===== src/rtl/leve1_pkg.sv =====
// rtl/leve1_pkg.sv - shared types, opcodes and helpers for the leve1 decode stage
package leve1_pkg;

    localparam int XLEN = 64;

    localparam logic [6:0] OPC_LUI       = 7'b0110111;
    localparam logic [6:0] OPC_AUIPC     = 7'b0010111;
    localparam logic [6:0] OPC_JAL       = 7'b1101111;
    localparam logic [6:0] OPC_JALR      = 7'b1100111;
    localparam logic [6:0] OPC_BRANCH    = 7'b1100011;
    localparam logic [6:0] OPC_LOAD      = 7'b0000011;
    localparam logic [6:0] OPC_STORE     = 7'b0100011;
    localparam logic [6:0] OPC_OP_IMM    = 7'b0010011;
    localparam logic [6:0] OPC_OP        = 7'b0110011;
    localparam logic [6:0] OPC_OP_IMM_32 = 7'b0011011;
    localparam logic [6:0] OPC_OP_32     = 7'b0111011;
    localparam logic [6:0] OPC_MISC_MEM  = 7'b0001111;
    localparam logic [6:0] OPC_SYSTEM    = 7'b1110011;

    typedef enum logic [2:0] {
        UNIT_ALU,
        UNIT_BRU,
        UNIT_JUMP,
        UNIT_LSU,
        UNIT_CSR,
        UNIT_FENCE
    } unit_e;

    typedef enum logic [5:0] {
        OP_ADD, OP_SUB, OP_SLL, OP_SLT, OP_SLTU, OP_XOR, OP_SRL, OP_SRA, OP_OR, OP_AND,
        OP_LUI, OP_AUIPC,
        OP_BEQ, OP_BNE, OP_BLT, OP_BGE, OP_BLTU, OP_BGEU,
        OP_JAL, OP_JALR,
        OP_LB, OP_LH, OP_LW, OP_LD, OP_LBU, OP_LHU, OP_LWU,
        OP_SB, OP_SH, OP_SW, OP_SD,
        OP_FENCE, OP_FENCE_I,
        OP_ECALL, OP_EBREAK, OP_MRET, OP_WFI,
        OP_CSRRW, OP_CSRRS, OP_CSRRC, OP_CSRRWI, OP_CSRRSI, OP_CSRRCI
    } op_e;

    typedef struct packed {
        logic [4:0]      rs1;
        logic [4:0]      rs2;
        logic [4:0]      rd;
        logic            rs1_en;
        logic            rs2_en;
        logic            rd_en;
        logic [XLEN-1:0] imm;
        unit_e           unit;
        op_e             op;
        logic            w32;
        logic            illegal;
    } dec_t;

    localparam int DEC_W = $bits(dec_t);

    // Handshake occupancy: EMPTY (no entry), ONE (out reg), FULL (out reg + skid).
    typedef enum logic [1:0] {
        ST_EMPTY,
        ST_ONE,
        ST_FULL
    } hs_state_e;

    function automatic op_e alu_op(input logic [2:0] funct3, input logic alt);
        case (funct3)
            3'b000:  return alt ? OP_SUB : OP_ADD;
            3'b001:  return OP_SLL;
            3'b010:  return OP_SLT;
            3'b011:  return OP_SLTU;
            3'b100:  return OP_XOR;
            3'b101:  return alt ? OP_SRA : OP_SRL;
            3'b110:  return OP_OR;
            default: return OP_AND;
        endcase
    endfunction

endpackage


===== src/rtl/leve1_dec.sv =====
// rtl/leve1_dec.sv - combinational RV64I instruction to control-bundle decoder
module leve1_dec
    import leve1_pkg::*;
(
    input  logic [31:0]      instr_i,
    output logic [DEC_W-1:0] dec_o
);

    logic [6:0]      opcode;
    logic [2:0]      funct3;
    logic [6:0]      funct7;
    logic [XLEN-1:0] imm_i, imm_s, imm_b, imm_u, imm_j;

    assign opcode = instr_i[6:0];
    assign funct3 = instr_i[14:12];
    assign funct7 = instr_i[31:25];

    assign imm_i = {{(XLEN-12){instr_i[31]}}, instr_i[31:20]};
    assign imm_s = {{(XLEN-12){instr_i[31]}}, instr_i[31:25], instr_i[11:7]};
    assign imm_b = {{(XLEN-13){instr_i[31]}}, instr_i[31], instr_i[7], instr_i[30:25], instr_i[11:8], 1'b0};
    assign imm_u = {{(XLEN-32){instr_i[31]}}, instr_i[31:12], 12'b0};
    assign imm_j = {{(XLEN-21){instr_i[31]}}, instr_i[31], instr_i[19:12], instr_i[20], instr_i[30:21], 1'b0};

    logic            use_rs1, use_rs2, use_rd, keep_rs1_field, ill, w32;
    logic [XLEN-1:0] imm;
    unit_e           unit;
    op_e             op;
    dec_t            dec;

    always_comb begin
        use_rs1        = 1'b0;
        use_rs2        = 1'b0;
        use_rd         = 1'b0;
        keep_rs1_field = 1'b0;
        ill            = 1'b0;
        w32            = 1'b0;
        imm            = '0;
        unit           = UNIT_ALU;
        op             = OP_ADD;
        case (opcode)
            OPC_LUI: begin
                use_rd = 1'b1; imm = imm_u; op = OP_LUI;
            end
            OPC_AUIPC: begin
                use_rd = 1'b1; imm = imm_u; op = OP_AUIPC;
            end
            OPC_JAL: begin
                use_rd = 1'b1; imm = imm_j; unit = UNIT_JUMP; op = OP_JAL;
            end
            OPC_JALR: begin
                use_rs1 = 1'b1; use_rd = 1'b1; imm = imm_i; unit = UNIT_JUMP; op = OP_JALR;
                ill = (funct3 != 3'b000);
            end
            OPC_BRANCH: begin
                use_rs1 = 1'b1; use_rs2 = 1'b1; imm = imm_b; unit = UNIT_BRU;
                case (funct3)
                    3'b000:  op = OP_BEQ;
                    3'b001:  op = OP_BNE;
                    3'b100:  op = OP_BLT;
                    3'b101:  op = OP_BGE;
                    3'b110:  op = OP_BLTU;
                    3'b111:  op = OP_BGEU;
                    default: ill = 1'b1;
                endcase
            end
            OPC_LOAD: begin
                use_rs1 = 1'b1; use_rd = 1'b1; imm = imm_i; unit = UNIT_LSU;
                case (funct3)
                    3'b000:  op = OP_LB;
                    3'b001:  op = OP_LH;
                    3'b010:  op = OP_LW;
                    3'b011:  op = OP_LD;
                    3'b100:  op = OP_LBU;
                    3'b101:  op = OP_LHU;
                    3'b110:  op = OP_LWU;
                    default: ill = 1'b1;
                endcase
            end
            OPC_STORE: begin
                use_rs1 = 1'b1; use_rs2 = 1'b1; imm = imm_s; unit = UNIT_LSU;
                case (funct3)
                    3'b000:  op = OP_SB;
                    3'b001:  op = OP_SH;
                    3'b010:  op = OP_SW;
                    3'b011:  op = OP_SD;
                    default: ill = 1'b1;
                endcase
            end
            OPC_OP_IMM: begin
                use_rs1 = 1'b1; use_rd = 1'b1; imm = imm_i;
                op = alu_op(funct3, (funct3 == 3'b101) && instr_i[30]);
                // RV64 shifts use a 6-bit shamt, so only instr[31:26] is the funct field.
                if (funct3 == 3'b001)
                    ill = (instr_i[31:26] != 6'b000000);
                else if (funct3 == 3'b101)
                    ill = (instr_i[31:26] != 6'b000000) && (instr_i[31:26] != 6'b010000);
            end
            OPC_OP: begin
                use_rs1 = 1'b1; use_rs2 = 1'b1; use_rd = 1'b1;
                op = alu_op(funct3, instr_i[30]);
                ill = !((funct7 == 7'b0000000) ||
                        ((funct7 == 7'b0100000) && ((funct3 == 3'b000) || (funct3 == 3'b101))));
            end
            OPC_OP_IMM_32: begin
                use_rs1 = 1'b1; use_rd = 1'b1; imm = imm_i; w32 = 1'b1;
                case (funct3)
                    3'b000:  op = OP_ADD;
                    3'b001:  begin op = OP_SLL; ill = (funct7 != 7'b0000000); end
                    3'b101:  begin
                        op  = instr_i[30] ? OP_SRA : OP_SRL;
                        ill = (funct7 != 7'b0000000) && (funct7 != 7'b0100000);
                    end
                    default: ill = 1'b1;
                endcase
            end
            OPC_OP_32: begin
                use_rs1 = 1'b1; use_rs2 = 1'b1; use_rd = 1'b1; w32 = 1'b1;
                op = alu_op(funct3, instr_i[30]);
                case (funct3)
                    3'b000, 3'b101: ill = (funct7 != 7'b0000000) && (funct7 != 7'b0100000);
                    3'b001:         ill = (funct7 != 7'b0000000);
                    default:        ill = 1'b1;
                endcase
            end
            OPC_MISC_MEM: begin
                imm = imm_i; unit = UNIT_FENCE;
                case (funct3)
                    3'b000:  op = OP_FENCE;
                    3'b001:  op = OP_FENCE_I;
                    default: ill = 1'b1;
                endcase
            end
            OPC_SYSTEM: begin
                unit = UNIT_CSR; imm = imm_i;
                case (funct3)
                    3'b000: begin
                        case (instr_i)
                            32'h0000_0073: op = OP_ECALL;
                            32'h0010_0073: op = OP_EBREAK;
                            32'h3020_0073: op = OP_MRET;
                            32'h1050_0073: op = OP_WFI;
                            default:       ill = 1'b1;
                        endcase
                    end
                    3'b001:  begin use_rs1 = 1'b1; use_rd = 1'b1; op = OP_CSRRW; end
                    3'b010:  begin use_rs1 = 1'b1; use_rd = 1'b1; op = OP_CSRRS; end
                    3'b011:  begin use_rs1 = 1'b1; use_rd = 1'b1; op = OP_CSRRC; end
                    // Immediate CSR forms: the rs1 field carries the 5-bit zimm, no register read.
                    3'b101:  begin keep_rs1_field = 1'b1; use_rd = 1'b1; op = OP_CSRRWI; end
                    3'b110:  begin keep_rs1_field = 1'b1; use_rd = 1'b1; op = OP_CSRRSI; end
                    3'b111:  begin keep_rs1_field = 1'b1; use_rd = 1'b1; op = OP_CSRRCI; end
                    default: ill = 1'b1;
                endcase
            end
            default: ill = 1'b1;
        endcase

        if (instr_i[1:0] != 2'b11)
            ill = 1'b1;

        dec = '0;
        if (ill) begin
            dec.illegal = 1'b1;
        end else begin
            dec.rs1    = (use_rs1 || keep_rs1_field) ? instr_i[19:15] : 5'd0;
            dec.rs2    = use_rs2 ? instr_i[24:20] : 5'd0;
            dec.rd     = use_rd  ? instr_i[11:7]  : 5'd0;
            dec.rs1_en = use_rs1;
            dec.rs2_en = use_rs2;
            dec.rd_en  = use_rd && (instr_i[11:7] != 5'd0);
            dec.imm    = imm;
            dec.unit   = unit;
            dec.op     = op;
            dec.w32    = w32;
        end
    end

    assign dec_o = dec;

endmodule


===== src/rtl/leve1_id.sv =====
// rtl/leve1_id.sv - RV64I decode stage: registered output with one-entry skid buffer
module leve1_id #(
    parameter int              XLEN     = leve1_pkg::XLEN,
    parameter logic [XLEN-1:0] RESET_PC = 64'h8000_0000
) (
    input  logic                       CLK,
    input  logic                       RST,
    input  logic                       FLUSH,
    input  logic                       IVALID,
    output logic                       IREADY,
    input  logic [XLEN-1:0]            IPC,
    input  logic [31:0]                IINSTR,
    output logic                       OVALID,
    input  logic                       OREADY,
    output logic [XLEN-1:0]            OPC,
    output logic [leve1_pkg::DEC_W-1:0] ODEC
);

    localparam int DW = leve1_pkg::DEC_W;

    logic [DW-1:0] in_dec;

    leve1_dec u_dec (
        .instr_i (IINSTR),
        .dec_o   (in_dec)
    );

    leve1_pkg::hs_state_e state_q;
    logic                 ovalid_q, iready_q;
    logic [XLEN-1:0]      opc_q, skid_pc_q;
    logic [DW-1:0]        odec_q, skid_dec_q;
    logic                 accept;

    // An entry presented during FLUSH belongs to the squashed path and is never taken.
    assign accept = IVALID && iready_q && !FLUSH;

    always_ff @(posedge CLK) begin
        if (RST) begin
            state_q    <= leve1_pkg::ST_EMPTY;
            ovalid_q   <= 1'b0;
            iready_q   <= 1'b1;
            opc_q      <= RESET_PC;
            odec_q     <= '0;
            skid_pc_q  <= '0;
            skid_dec_q <= '0;
        end else if (FLUSH) begin
            state_q  <= leve1_pkg::ST_EMPTY;
            ovalid_q <= 1'b0;
            iready_q <= 1'b1;
            opc_q    <= RESET_PC;
            odec_q   <= '0;
        end else begin
            case (state_q)
                leve1_pkg::ST_EMPTY: begin
                    if (accept) begin
                        opc_q    <= IPC;
                        odec_q   <= in_dec;
                        ovalid_q <= 1'b1;
                        state_q  <= leve1_pkg::ST_ONE;
                    end
                end
                leve1_pkg::ST_ONE: begin
                    if (OREADY) begin
                        if (accept) begin
                            opc_q  <= IPC;
                            odec_q <= in_dec;
                        end else begin
                            opc_q    <= RESET_PC;
                            odec_q   <= '0;
                            ovalid_q <= 1'b0;
                            state_q  <= leve1_pkg::ST_EMPTY;
                        end
                    end else if (accept) begin
                        skid_pc_q  <= IPC;
                        skid_dec_q <= in_dec;
                        iready_q   <= 1'b0;
                        state_q    <= leve1_pkg::ST_FULL;
                    end
                end
                leve1_pkg::ST_FULL: begin
                    if (OREADY) begin
                        opc_q    <= skid_pc_q;
                        odec_q   <= skid_dec_q;
                        iready_q <= 1'b1;
                        state_q  <= leve1_pkg::ST_ONE;
                    end
                end
                default: begin
                    state_q  <= leve1_pkg::ST_EMPTY;
                    ovalid_q <= 1'b0;
                    iready_q <= 1'b1;
                end
            endcase
        end
    end

    assign IREADY = iready_q;
    assign OVALID = ovalid_q;
    assign OPC    = opc_q;
    assign ODEC   = odec_q;

endmodule

===== config.mk =====
export PLATFORM = sky130hd
export DESIGN_NAME = leve1_id
export DESIGN_NICKNAME = d
export VERILOG_FILES = /design/src/rtl/leve1_pkg.sv /design/src/rtl/leve1_dec.sv /design/src/rtl/leve1_id.sv
export SDC_FILE = /design/constraint.sdc
export NUM_CORES = 1
export LEC_CHECK = 0
export CAP_MARGIN = 20
export CELL_PAD_IN_SITES_DETAIL_PLACEMENT = 0
export CELL_PAD_IN_SITES_GLOBAL_PLACEMENT = 1
export CORE_MARGIN = 5
export CORE_UTILIZATION = 38
export CTS_BUF_LIST = sky130_fd_sc_hd__clkbuf_4
export DETAILED_ROUTE_END_ITERATION = 6
export GPL_ROUTABILITY_DRIVEN = 0
export PLACE_DENSITY = 0.81
export SLEW_MARGIN = 40
export SYNTH_ARGS = -nofsm -noshare
export SYNTH_HDL_FRONTEND = slang
export SYNTH_SLANG_ARGS = --single-unit

===== constraint.sdc =====
create_clock -name CLK -period 2.7 [get_ports CLK]
set_input_delay 0.405 -clock CLK [delete_from_list [all_inputs] [get_ports CLK]]
set_output_delay 0.405 -clock CLK [all_outputs]
set_load 0.05 [all_outputs]

run_1/closeup.png
Region (25, 116) to (65, 156) um. Cells in grey, sequential cells in the stronger grey; small squares are vias.
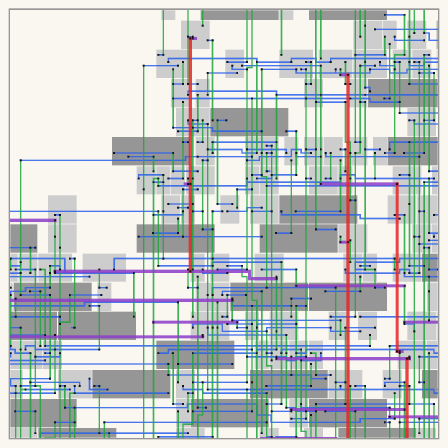
[M2] green
[M3] purple
[M4] red
[M1] blue
sequential cells in the window: 18
netlist names of flops here include: skid_dec_q (13), ODEC (5)
most frequent: dfxtp_1 (18), a21oi_1 (15), clkbuf_4 (10)
cells with their middle in the window: 93

run_1/clock_nets.png
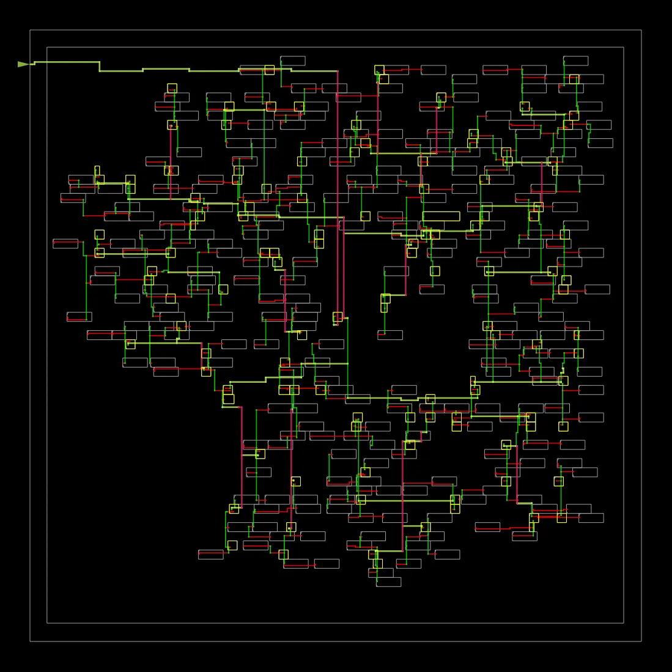
clk_skew: 30.7 ps
Clock buffer cells: 109
clk latency late pin: 650 ps
CTS buffer count: 71
Flops: 254

==> results_slide.txt, run 1 <==
Flow Results at a Glance

Power and ir drop
  • Sw Pwr: 2630 uW
  • Clk pwr share: 39.1%
  • Max IR drop VDD: 0.000273 V
  • Top power consumer group: registers
  • Int Power: between 6000 and 7000 uW
  • Flop pwr share: a little over two fifths
  • Combinational Power Share: ~18%
  • Clock-net power: around 3500 uW
  • Final Power: about 9000 uW
  • Power Combinational: roughly 1600 uW

Hold path
  • Hold path start: RST
  • Worst hold path class: in2reg

Yosys
  • Yosys top cell by area: dfxtp_1
  • Yosys top cell by instances: dfxtp_1
  • Mapped Cells: around 1400
  • And+or+nand+nor area frac: between 10% and 20%
  • Ys cells: about 1400
  • Top_reg_cell synth: dfxtp_1
  • Count of library flops with an enable pin: 0
  • Syn Nets: around 1500
  • Max-area cell share: 45.3%
  • Xor+xnor area frac: less than 1%
  • Post-synthesis cell area: about 11000 um^2
  • Synth async-reset ratio: 0%
  • Cell area leaders: dfxtp_1 (45%), a21oi_1 (7.6%), a221oi_1 (6.2%)
  • Comb area leader: AND-OR/OR-AND gates
  • Post-synthesis cell type count: 65
  • #FFs+latches synth: around 250
  • Area fraction in compound gates: between 20% and 30%
  • Top cells by count, synth: dfxtp_1 (254), nand2_1 (175), a21oi_1 (171), nor2_1 (136), clkbuf_1 (109)

Layout
  • Combinational Gates: approximately 960
  • Tally of filler cells in the layout: around 2800
  • Number of non-clock buffers: about 410
  • ANT cells: 3
  • Most numerous logic cells after layout: clkdlybuf4s50_1 (258), dfxtp_1 (254), nand2_1 (174)
  • Inverters excl. clock: 13
  • Fin cells: 2158
  • Multi-input combinational area share: ~34%
  • Final instance area: around 16000 um^2
  • Largest class: logic gates
  • Fraction of area in non-clock buffers: between 20% and 30%
  • Clk tree area frac: under 10%
  • Syn-to-layout area delta: 41.0%
  • Fin nets: around 1800
  • Logic area: roughly 5400 um^2

Placement
  • IO Port Bufs: about 260
  • Dpl cells: 2032
  • DPL Wire Length: 27.1 mm
  • DP Area: about 15000 um^2
  • Setup WS pre-CTS: -414 ps

Timing
  • Worst Tran Pin Value: between 600 and 700 ps
  • Final worst slack: between 150 and 200 ps
  • Relative slew slack: between 50% and 60%
  • Min Tclk post-route: between 2000 and 3000 ps
  • Final slew viol count: 0
  • Final Cycle Share: 93.2%
  • Setup TNS: 0 ps
  • Unrepaired setup endpoints after global routing: no
  • Setup violations, final: 0
  • Fmax: 397 MHz

Route
  • Detailed-route wire length per cell: between 15 and 20 um
  • Drt pass-1 iters: 7
  • DRT Wirelength: about 40 mm
  • Metal2 WL: around 19 mm
  • Uppermost layer routed: met4
  • Routed vias: 11768
  • Drt via density: around 5.5
  • Routed length on met3: approximately 2.7 mm

Clocking
  • Clock Sinks: roughly 250
  • CTS H-tree lvls: 3
  • CTS max path bufs: 3
  • Hold-fix buffers, CTS: 0
  • Postcts setup bufs: 0
  • Cts repair resizes: 0
  • CTS clk-pin slew, worst paths: approximately 60 ps

Floorplan
  • Die Y: approximately 180 um
  • Chip area: 33100 um^2
  • Width of the die: ~180 um
  • Rows: between 60 and 70
  • Core footprint: roughly 30000 um^2
  • Core Util at FP: 38.2%
  • Tap Cells: slightly below 400
  • # IOs: ~260

Global route
  • GRT Residual Overflow: 0
  • Met2 Usage GRT: 36.8%
  • M3 GR Usage: approximately 5.0%
  • Gr busiest metal: met2
  • Largest net degree at the start of global routing: approximately 67
  • Total track usage: between 20% and 30%
  • Vias in the first global route: between 10000 and 15000
  • First-pass GRT wire length: around 62 mm
  • Initial antenna violation count: 3

Setup path
  • FF-to-FF End: skid_dec_q[88]
  • CP endpoint: ODEC[70]
  • Worst Reg2Reg Path Length in Cells: 9
  • Slowest cell on crit path: clkdlybuf4s50_1
  • WP buf/inv: 2
  • CP Depth: 2
  • Reg2reg start: state_q[1]
  • Cell Chain, Critical Path: buf_4 > clkdlybuf4s50_1
  • Crit-path max cell delay: 870 ps
  • Crit path DRT: 2300 ps
  • Critical Path End Type: output pin
  • Crit path max-delay family: buffers and inverters
  • WS Path Type: reg2out
  • Worst-path fanout max: 34

Run
  • Log Warnings: 29
  • Max Cap Viol: 0

Status
  • Status: finished clean
run_1/ff_map.png
Bar = 50 um. Other sequential cells in the stronger grey, the rest of the logic in the fainter grey.
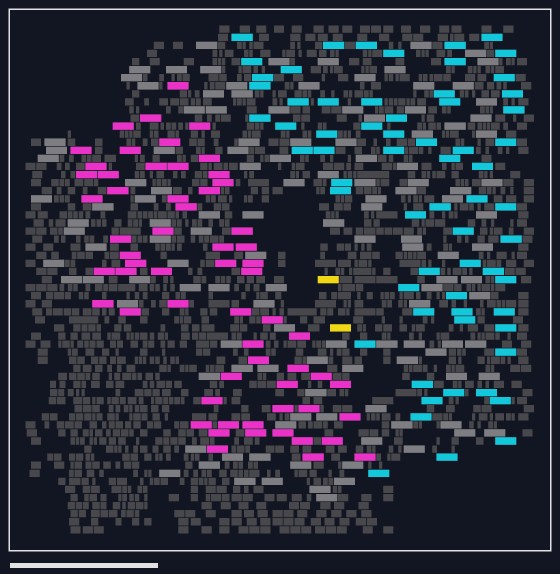
[OPC] cyan | flops: 64
[state_q] yellow | flops: 2
[skid_dec_q] magenta | flops: 61
not coloured: 127
fin util: 53.8%
Flop area: 5080 um^2
P_seq: 3890 uW
Seq/total area: 32.1%

==> inputs of run 2 (changes only) <==
Settings changed: RECOVER_POWER set to 50.
run_2/layers.png
Only two layers are drawn.
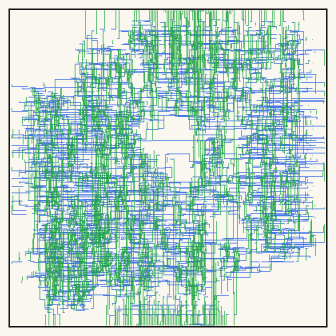
[M2] green | wire length: 18800 um
[M1] blue | wire length: 16700 um
detailed-route wire length per cell: 18.4 um
routed vias: 11823
total track usage: 22.8%
DRT Wirelength: 39.6 mm

run_2/clock_nets.png
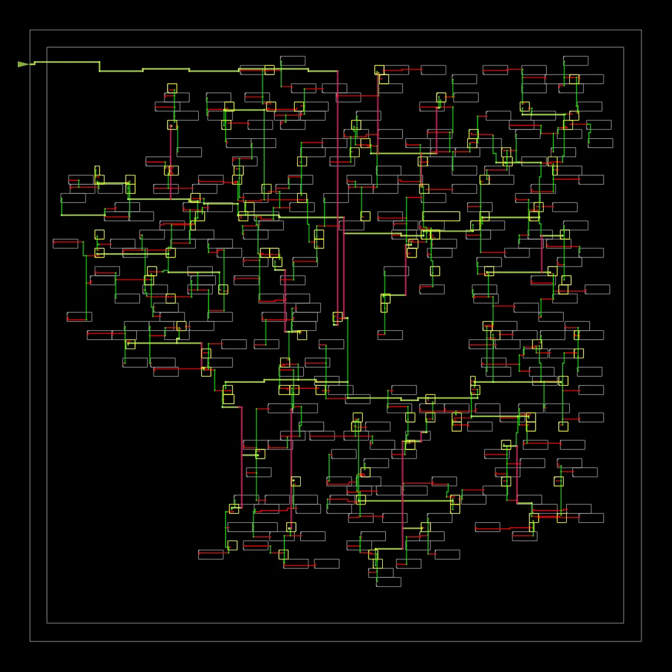
Clock Sinks: 254
clock-net power: 3530 uW
clk_skew: 34.8 ps
clk latency late pin: 660 ps

==> run 2 against run 1 <==
Compared with the run above:
- non-clock buffer count stayed put
- flip-flop count stayed put
- clock-buffer cell count is the same
- hold slack lost 7.3 ps
- register-to-register slack is essentially flat
- fmax fell by 1.1%
- largest power group unchanged
- highest routed layer unchanged
==> results_slide.txt, run 2 <==
Flow Results at a Glance

Setup path
  • WS Path Type: in2reg
  • CP Depth: 10 (+8)
  • Crit-path max cell delay: 570 ps (-300 ps)
  • Worst-path fanout max: 15 (-56%)
  • Reg2reg start: state_q[1]
  • CP endpoint: skid_dec_q[88]
  • WP buf/inv: 3 (+1)
  • Cell Chain, Critical Path: clkdlybuf4s50_1 > buf_4 > nor2_1 > nor4_1 > nor3_1 > nand3_1 > or4_1 > buf_4 > a21oi_4 > a22o_1
  • Crit path max-delay family: simple AND/OR/NAND/NOR gates
  • Critical Path End Type: flop
  • Crit path DRT: 3270 ps (+970 ps)
  • Worst Reg2Reg Path Length in Cells: 10 (+1)
  • Slowest cell on crit path: or4_1

Yosys
  • Top_reg_cell synth: dfxtp_1
  • Post-synthesis cell area: 11200 um^2 (unchanged)
  • Syn Nets: 1500 (unchanged)
  • Yosys top cell by instances: dfxtp_1
  • Cell area leaders: dfxtp_1 (45%), a21oi_1 (7.6%), a221oi_1 (6.2%)
  • Mapped Cells: 1395 (unchanged)
  • Count of library flops with an enable pin: 0 (unchanged)
  • Yosys top cell by area: dfxtp_1
  • Synth async-reset ratio: 0% (unchanged)
  • Top cells by count, synth: dfxtp_1 (254), nand2_1 (175), a21oi_1 (171), nor2_1 (136), clkbuf_1 (109)
  • Xor+xnor area frac: 0.156% (unchanged)
  • Area fraction in compound gates: 27.0% (unchanged)
  • #FFs+latches synth: 254 (unchanged)

Hold path
  • Worst hold path class: in2reg
  • Hold path start: RST

Power and ir drop
  • Max IR drop VDD: 0.000274 V (+0.22%)
  • P_seq: 3890 uW (about the same)
  • Sw Pwr: 2630 uW (about the same)
  • Combinational Power Share: 17.5% (-0.2 points)
  • Final Power: 8990 uW (-0.22%)
  • Flop pwr share: 43.2% (about the same)
  • Power Combinational: 1570 uW (about the same)
  • Top power consumer group: registers
  • Clk pwr share: 39.3% (+0.2 points)

Route
  • Routed length on met3: 2.72 mm (+0.26%)
  • Drt via density: 5.48 (+0.47%)
  • Uppermost layer routed: met4
  • Drt pass-1 iters: 6 (-1)
  • Metal2 WL: 18.8 mm (about the same)

Floorplan
  • Rows: 63 (unchanged)
  • Die Y: 182 um (unchanged)
  • Core Util at FP: 38.2% (unchanged)
  • Core footprint: 29400 um^2 (unchanged)
  • Width of the die: 182 um (unchanged)
  • # IOs: 260 (unchanged)

Global route
  • Gr busiest metal: met2
  • Vias in the first global route: 11293 (unchanged)
  • M3 GR Usage: 4.99% (unchanged)
  • Largest net degree at the start of global routing: 67 (unchanged)
  • Met2 Usage GRT: 36.8% (unchanged)
  • GRT Residual Overflow: 0 (unchanged)

Run
  • Max Cap Viol: 0 (unchanged)
  • Log Warnings: 29 (unchanged)

Placement
  • IO Port Bufs: 259 (unchanged)
  • Dpl cells: 2032 (unchanged)
  • Setup WS pre-CTS: -414 ps (unchanged)

Status
  • Status: finished clean

Timing
  • Final slew viol count: 0 (unchanged)
  • Worst Tran Pin Value: 841 ps (+162 ps)
  • Min Tclk post-route: 2550 ps (+28.3 ps)
  • Unrepaired setup endpoints after global routing: no
  • Final worst slack: 155 ps (-28.3 ps)
  • Fmax: 393 MHz (-1.1%)
  • Relative slew slack: 43.9% (-11 points)
  • Final Cycle Share: 94.3% (+1.0 points)
  • Setup violations, final: 0 (unchanged)

Layout
  • Largest class: logic gates
  • Fin cells: 2158 (unchanged)
  • Flop area: 5080 um^2 (unchanged)
  • Tally of filler cells in the layout: 2804 (+0.29%)
  • Clock buffer cells: 109 (unchanged)
  • Fin util: 53.7% (-0.15 points)
  • Flops: 254 (unchanged)
  • Final instance area: 15800 um^2 (-0.28%)
  • Seq/total area: 32.2% (+0.089 points)
  • Multi-input combinational area share: 34.1% (+0.094 points)
  • ANT cells: 3 (unchanged)
  • Number of non-clock buffers: 413 (unchanged)
  • Logic area: 5380 um^2 (unchanged)
  • Combinational Gates: 963 (unchanged)
  • Syn-to-layout area delta: 40.6%
  • Fin nets: 1821 (unchanged)

Clocking
  • CTS H-tree lvls: 3 (unchanged)
  • CTS max path bufs: 3 (unchanged)
  • Postcts setup bufs: 0 (unchanged)
  • Hold-fix buffers, CTS: 0 (unchanged)
  • Cts repair resizes: 0 (unchanged)
run_2/port_trees.png
Bar = 50 um.
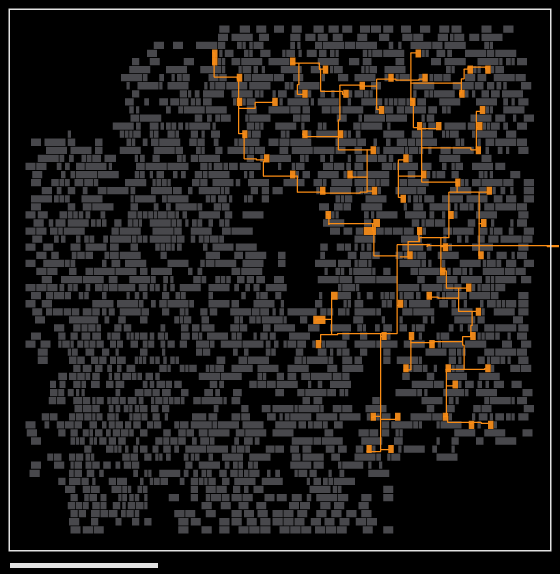

==> inputs of run 3 (changes only) <==
Settings changed: TNS_END_PERCENT set to 10.
Clock period 2.7 ns to 2.4 ns, I/O delays scaled along.
run_3/port_trees.png
Bar = 50 um.
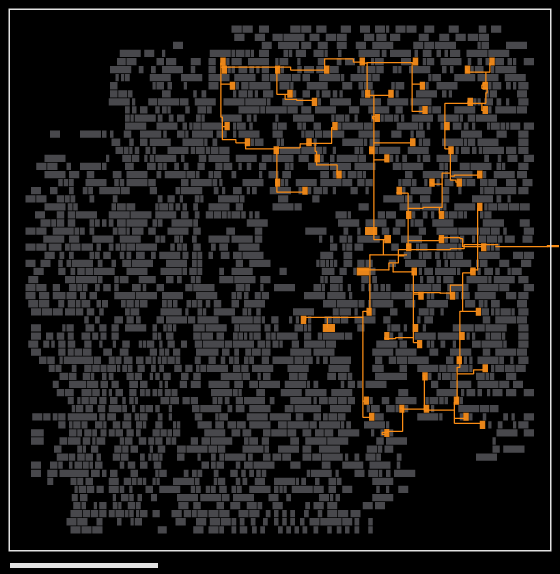
[RST] orange | bits: 1 | direction: input | edge: right | end cells: 69 | buffers: 3 | wire: 898 um
IO Port Bufs: 259
# IOs: 260

run_3/layers.png
Only two layers are drawn.
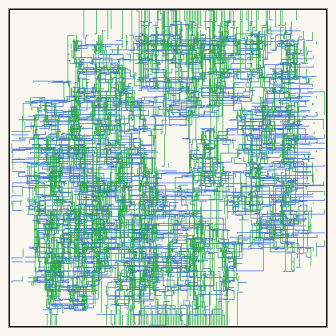
DRT Wirelength: 39.1 mm
total track usage: 22.4%
detailed-route wire length per cell: 18.0 um
routed vias: 11779

==> run 3 against run 2 <==
Compared with the run above:
- die area is the same
- global-route usage is 0.39 points lower
- register-to-register slack got worse by 130 ps
- first-iteration DRC count grew 0.55%
- final cell count grew 0.56%
- critical endpoint is now ODEC[13]
- non-clock buffer count is 15 higher
- clock power grew 11%
- clock skew up 15 ps
- area after synthesis unchanged
==> results_slide.txt, run 3 <==
Flow Results at a Glance

Clocking
  • CTS H-tree lvls: 3 (unchanged)
  • Clk latency late pin: 650 ps (about the same)
  • Hold-fix buffers, CTS: 0 (unchanged)
  • Cts repair resizes: 5 (+5)
  • Clock Sinks: 254 (unchanged)
  • Postcts setup bufs: 0 (unchanged)
  • CTS max path bufs: 3 (unchanged)

Power and ir drop
  • Int Power: 7140 uW
  • Pwr per Cell Area: between 600 and 700 nW/um^2
  • Sw Pwr: 2960 uW (+13%)
  • Clock-net power: 3930 uW (+11%)
  • Max IR drop VDD: 0.000261 V (-4.8%)
  • Final Power: 10100 uW (+12%)
  • Combinational Power Share: 17.8% (+0.3 points)
  • P_seq: 4370 uW (+12%)
  • Clk pwr share: 38.9% (-0.4 points)
  • Top power consumer group: registers
  • Power Combinational: 1800 uW (+15%)
  • Flop pwr share: 43.3% (about the same)

Global route
  • Gr busiest metal: met2
  • M3 GR Usage: 5.01% (+0.020 points)
  • Vias in the first global route: 11265 (-0.25%)
  • Largest net degree at the start of global routing: 68 (+1.5%)
  • GRT Residual Overflow: 0 (unchanged)
  • Met1 Track Usage GR: between 20 and 30%
  • Met2 Usage GRT: 36.5% (-0.30 points)

Yosys
  • #FFs+latches synth: 254 (unchanged)
  • Top cells by count, synth: dfxtp_1 (254), nand2_1 (175), a21oi_1 (171), nor2_1 (136), clkbuf_1 (109)
  • Area fraction in compound gates: 27.0% (unchanged)
  • Top_reg_cell synth: dfxtp_1
  • Cell area leaders: dfxtp_1 (45%), a21oi_1 (7.6%), a221oi_1 (6.2%)
  • Syn Nets: 1500 (unchanged)
  • Yosys top cell by instances: dfxtp_1
  • Post-synthesis cell area: 11200 um^2 (unchanged)
  • Xor+xnor area frac: 0.156% (unchanged)
  • YS chip area: 11200 um^2
  • Count of library flops with an enable pin: 0 (unchanged)
  • Yosys top cell by area: dfxtp_1
  • Mapped Cells: 1395 (unchanged)
  • Synth async-reset ratio: 0% (unchanged)

Layout
  • Inverters excl. clock: 13
  • Clock buffer cells: 107 (-1.8%)
  • Most instantiated logic cell after routing: dfxtp_1
  • Seq/total area: 32.0% (-0.24 points)
  • Number of non-clock buffers: 428 (+3.6%)
  • Flops: 254 (unchanged)
  • Largest class: logic gates
  • ANT cells: 2 (-1)
  • Fin nets: 1835 (+0.77%)
  • Logic area: 5480 um^2 (+1.9%)
  • Final instance area: 15900 um^2 (+0.77%)
  • Multi-input combinational area share: 34.4% (+0.38 points)
  • Fraction of area in non-clock buffers: between 20% and 30%
  • Syn-to-layout area delta: 41.7%
  • Most numerous logic cells after layout: dfxtp_1 (253), clkdlybuf4s50_1 (198), nand2_1 (174)
  • Fin cells: 2170 (+0.56%)
  • Flop area: 5090 um^2 (about the same)
  • Combinational Gates: 963 (unchanged)
  • Tally of filler cells in the layout: 2798 (-0.21%)
  • Fin util: 54.1% (+0.41 points)

Floorplan
  • Core footprint: 29400 um^2 (unchanged)
  • Die Y: 182 um (unchanged)
  • Core Util at FP: 38.2% (unchanged)
  • Rows: 63 (unchanged)
  • Width of the die: 182 um (unchanged)

Timing
  • Min Tclk post-route: about 2400 ps
  • Final worst slack: 37.4 ps (-117 ps)
  • Final slew viol count: 0 (unchanged)
  • Worst Tran Pin Value: 755 ps (-85.5 ps)
  • Setup violations, final: 0 (unchanged)
  • Clk_skew: 49.6 ps (+14.7 ps)
  • Fmax: about 420 MHz
  • Final Cycle Share: a little over nine tenths
  • Relative slew slack: 49.6% (+5.7 points)
  • Unrepaired setup endpoints after global routing: no

Route
  • DRC viols: 0
  • Metal2 WL: 18.7 mm (-0.48%)
  • Drt pass-1 iters: 5 (-1)
  • Uppermost layer routed: met4
  • Drt via density: 5.43 (-0.92%)
  • Routed length on met3: 2.76 mm (+1.5%)

Setup path
  • WS Path Type: in2reg
  • Slowest cell on crit path: clkdlybuf4s50_1
  • Crit path max-delay family: buffers and inverters
  • Cell Chain, Critical Path: clkdlybuf4s50_1 > or3b_4 > a2111oi_4 > o21ai_1 > o21ai_2 > buf_4 > nor4_4 > buf_4 > clkbuf_16 > a221oi_1 > nor2_1
  • Worst Reg2Reg Path Length in Cells: 9 (-1)
  • Critical Path Source Type: input pin
  • Crit path DRT: 2910 ps (-360 ps)
  • CP endpoint: ODEC[13]
  • Reg2reg start: state_q[1]
  • Crit-path max cell delay: 540 ps (-30 ps)
  • CP Depth: 11 (+1)
  • Worst-path fanout max: 13 (-2)
  • WP buf/inv: 4 (+1)
  • Critical Path End Type: flop

Hold path
  • Worst hold path class: in2reg
  • Hold path start: IINSTR[22]
  • Min-Delay Endpoint: skid_dec_q[85]

Placement
  • Setup WS pre-CTS: -768 ps (-354 ps)
  • DP Area: between 10000 and 15000 um^2
  • Dpl cells: 2042 (+0.49%)

Run
  • Log Warnings: 30 (+3.4%)
  • Max Cap Viol: 0 (unchanged)

Status
  • Status: finished clean
Power is estimated from default activity; no workload was simulated.
